===== src/rtl/load_data_unit.sv =====
// rv32i MEM-stage load path: word-aligned BRAM read, byte/half/word extract and extend, BRAM_LATENCY+2 cycles to ld_valid.
// Stalls the core via combinational ld_busy while a read is in flight; faults skip memory and pulse a flag one cycle after accept.
`ifndef DATA_WIDTH
`define DATA_WIDTH 32
`endif
`ifndef FUNC3_WIDTH
`define FUNC3_WIDTH 3
`endif

module load_data_unit #(
   parameter int BRAM_LATENCY = 1
) (
   input  logic                     clk,
   input  logic                     rst_n,
   input  logic                     ld_req,
   input  logic [`DATA_WIDTH-1:0]   ld_addr,
   input  logic [`FUNC3_WIDTH-1:0]  ld_func3,
   input  logic [4:0]               ld_rd,
   output logic                     mem_rd_en,
   output logic [`DATA_WIDTH-1:0]   mem_addr,
   input  logic [`DATA_WIDTH-1:0]   mem_rdata,
   output logic                     ld_busy,
   output logic                     ld_valid,
   output logic [`DATA_WIDTH-1:0]   ld_data,
   output logic [4:0]               ld_rd_out,
   output logic                     ld_misaligned,
   output logic                     ld_illegal
);

   localparam logic [1:0] S_IDLE = 2'd0;
   localparam logic [1:0] S_REQ  = 2'd1;
   localparam logic [1:0] S_WAIT = 2'd2;
   localparam logic [1:0] S_RESP = 2'd3;

   localparam logic [`FUNC3_WIDTH-1:0] F_LB  = `FUNC3_WIDTH'('b000);
   localparam logic [`FUNC3_WIDTH-1:0] F_LH  = `FUNC3_WIDTH'('b001);
   localparam logic [`FUNC3_WIDTH-1:0] F_LW  = `FUNC3_WIDTH'('b010);
   localparam logic [`FUNC3_WIDTH-1:0] F_LBU = `FUNC3_WIDTH'('b100);
   localparam logic [`FUNC3_WIDTH-1:0] F_LHU = `FUNC3_WIDTH'('b101);

   localparam logic [1:0] CNT_INIT = 2'(BRAM_LATENCY - 1);

   logic [1:0]               state_q, state_d;
   logic [1:0]               off_q, off_d;
   logic [`FUNC3_WIDTH-1:0]  func3_q, func3_d;
   logic [4:0]               rd_q, rd_d;
   logic [`DATA_WIDTH-1:0]   addr_q, addr_d;
   logic [1:0]               cnt_q, cnt_d;
   logic [`DATA_WIDTH-1:0]   data_q, data_d;
   logic                     rd_en_q, rd_en_d;
   logic                     valid_q, valid_d;
   logic                     mis_q, mis_d;
   logic                     ill_q, ill_d;

   logic                     req_illegal;
   logic                     req_misaligned;
   logic [7:0]               byte_sel;
   logic [15:0]              half_sel;
   logic [`DATA_WIDTH-1:0]   ext;

   // Illegal takes priority so an unsupported func3 never also reports misalignment.
   always_comb begin
      req_illegal = 1'b1;
      case (ld_func3)
         F_LB, F_LH, F_LW, F_LBU, F_LHU: req_illegal = 1'b0;
         default:                        req_illegal = 1'b1;
      endcase
      req_misaligned = !req_illegal &&
                       ((ld_func3[1:0] == 2'b01 && ld_addr[0]) ||
                        (ld_func3[1:0] == 2'b10 && ld_addr[1:0] != 2'b00));
   end

   always_comb begin
      byte_sel = mem_rdata[{off_q, 3'b000} +: 8];
      half_sel = off_q[1] ? mem_rdata[31:16] : mem_rdata[15:0];
      case (func3_q)
         F_LB:    ext = {{(`DATA_WIDTH-8){byte_sel[7]}}, byte_sel};
         F_LBU:   ext = {{(`DATA_WIDTH-8){1'b0}}, byte_sel};
         F_LH:    ext = {{(`DATA_WIDTH-16){half_sel[15]}}, half_sel};
         F_LHU:   ext = {{(`DATA_WIDTH-16){1'b0}}, half_sel};
         default: ext = mem_rdata;
      endcase
   end

   always_comb begin
      state_d = state_q;
      off_d   = off_q;
      func3_d = func3_q;
      rd_d    = rd_q;
      addr_d  = addr_q;
      cnt_d   = cnt_q;
      data_d  = data_q;
      rd_en_d = 1'b0;
      valid_d = 1'b0;
      mis_d   = 1'b0;
      ill_d   = 1'b0;
      case (state_q)
         S_IDLE: begin
            if (ld_req) begin
               off_d   = ld_addr[1:0];
               func3_d = ld_func3;
               rd_d    = ld_rd;
               addr_d  = {ld_addr[`DATA_WIDTH-1:2], 2'b00};
               if (req_illegal || req_misaligned) begin
                  state_d = S_RESP;
                  ill_d   = req_illegal;
                  mis_d   = req_misaligned;
               end else begin
                  state_d = S_REQ;
                  rd_en_d = 1'b1;
               end
            end
         end
         S_REQ: begin
            cnt_d   = CNT_INIT;
            state_d = S_WAIT;
         end
         S_WAIT: begin
            if (cnt_q == 2'd0) begin
               data_d  = ext;
               valid_d = 1'b1;
               state_d = S_RESP;
            end else begin
               cnt_d = cnt_q - 2'd1;
            end
         end
         default: state_d = S_IDLE;  // RESP: the held request is the same instruction, never re-issue
      endcase
   end

   always_ff @(posedge clk or negedge rst_n) begin
      if (!rst_n) begin
         state_q <= S_IDLE;
         off_q   <= 2'd0;
         func3_q <= '0;
         rd_q    <= 5'd0;
         addr_q  <= '0;
         cnt_q   <= 2'd0;
         data_q  <= '0;
         rd_en_q <= 1'b0;
         valid_q <= 1'b0;
         mis_q   <= 1'b0;
         ill_q   <= 1'b0;
      end else begin
         state_q <= state_d;
         off_q   <= off_d;
         func3_q <= func3_d;
         rd_q    <= rd_d;
         addr_q  <= addr_d;
         cnt_q   <= cnt_d;
         data_q  <= data_d;
         rd_en_q <= rd_en_d;
         valid_q <= valid_d;
         mis_q   <= mis_d;
         ill_q   <= ill_d;
      end
   end

   assign ld_busy       = (state_q == S_IDLE && ld_req) || state_q == S_REQ || state_q == S_WAIT;
   assign mem_rd_en     = rd_en_q;
   assign mem_addr      = addr_q;
   assign ld_valid      = valid_q;
   assign ld_data       = data_q;
   assign ld_rd_out     = rd_q;
   assign ld_misaligned = mis_q;
   assign ld_illegal    = ill_q;

endmodule

===== config.mk =====
export PLATFORM = sky130hd
export DESIGN_NAME = load_data_unit
export DESIGN_NICKNAME = d
export VERILOG_FILES = /design/src/rtl/load_data_unit.sv
export SDC_FILE = /design/constraint.sdc
export NUM_CORES = 1
export LEC_CHECK = 0
export CAP_MARGIN = 10
export CORE_MARGIN = 2
export CORE_UTILIZATION = 35
export DETAILED_ROUTE_END_ITERATION = 8
export GPL_TIMING_DRIVEN = 0
export PLACE_DENSITY = 0.72
export SLEW_MARGIN = 20
export SYNTH_ARGS = -nofsm -noshare
export SYNTH_HDL_FRONTEND = slang
export SYNTH_SLANG_ARGS = --single-unit

===== constraint.sdc =====
create_clock -name clk -period 3 [get_ports clk]
set_input_delay 0.3 -clock clk [delete_from_list [all_inputs] [get_ports clk]]
set_output_delay 0.3 -clock clk [all_outputs]
set_load 0.02 [all_outputs]

==> images/m1.png <==
The bar under the picture is 20 µm long.
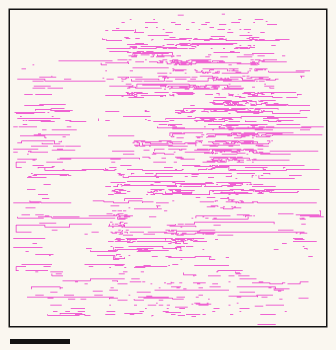
The wires run mostly horizontal. The longest straight run is 35.9 µm. The layer carries 4180 µm of wire. The layer holds 42% of the routed length.

==> images/clock_nets.png <==
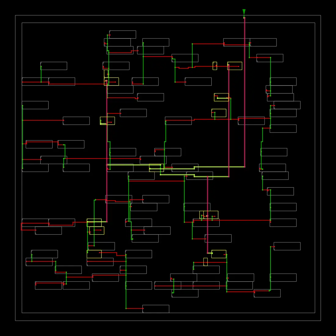
clock buffer count: 15
Setup Skew: 0.01091 ns
Seq cells: 80

==> results.cfg <==
; generated from flow reports
[timing]
max_freq_mhz = 365.0
slew_viol_final = 0
max-slew-margin-rel = 0.5950
worst_slack_ns = 0.2606
hold_viol = 0
fin_crit_sh = 0.9131
setup_viol = 0

[cts]
cts_made_buffers = 9
cts_buffer_depth = 2
cts_resized = 0
postCtsSetupBuffers = 0

[logic_synthesis]
ys_sh_simple = 0.09422
syn_area_mm2 = 0.003638
synth_warnings = 0
avgSynthCellArea_um2 = 11.20
synth_seq_share = 0.5502

[critical_path]
cp_slowest_stage_delay_ns = 0.57
crit_family = buffers and inverters
crit_path_end_kind = output port
ff2ff_path_depth = 7
critical_path_class = reg2out
path_cells = inv_1, ha_1, nand2_1, clkbuf_1, nand2_1, clkdlybuf4s50_1

[status]
status = complete, no violations

[worst_hold_path]
worst_hold_path_type = in2async

[power_and_ir_drop]
combinationalPowerShare = 0.567
top_power_group = combinational logic
clkPwrFrac = 0.119
total_power_w = 0.006079

[final_layout]
num-nets-final = 565
n_antenna_cell = 0
layout.cells.non_filler = 625

[job]
maxCapViolCount = 0

[drt]
routed.top_layer = met4
ant_nets = 0
drt-initial-drc-count = 93
wire_per_inst_um = 16.01
wirelength_um = 10010

[floorplan]
num_io_pins = 149
fp.dieH_um = 106.0

[grt]
met3_usage = 0.04353
overflow = 0

[place]
dp_slack_ns = 0.5340
placedCellCount = 609
hpwlAfterDp_um = 7681
area by class of cell:
class                      count  area [µm²]
clock buffer                  15       166.4
fill                         944        4756
tap                          136       170.2
buffer                        22       96.34
multi-input combinational    211        1495
timing repair buffer         148        1496
inverter                      13       48.80
sequential                    80        2002
cells in the mapped netlist (all sizes together):
library cell and count:
a211oi 1, a21oi 52, a221o 2, a22o 2, a22oi 1, a311oi 6
a31o 1, a31oi 2, and3 1, buf 8, clkbuf 14, conb 1
dfrtp 80, ha 5, inv 13, mux2 44, mux2i 8, mux4 1
nand2 19, nand2b 2, nand3 2, nand3b 11, nor2 25, nor2b 4
nor3 1, nor3b 1, nor4 1, o21ai 7, o21bai 1, o22ai 5
o2bb2ai 1, o31ai 1, or2b 1, or3b 1
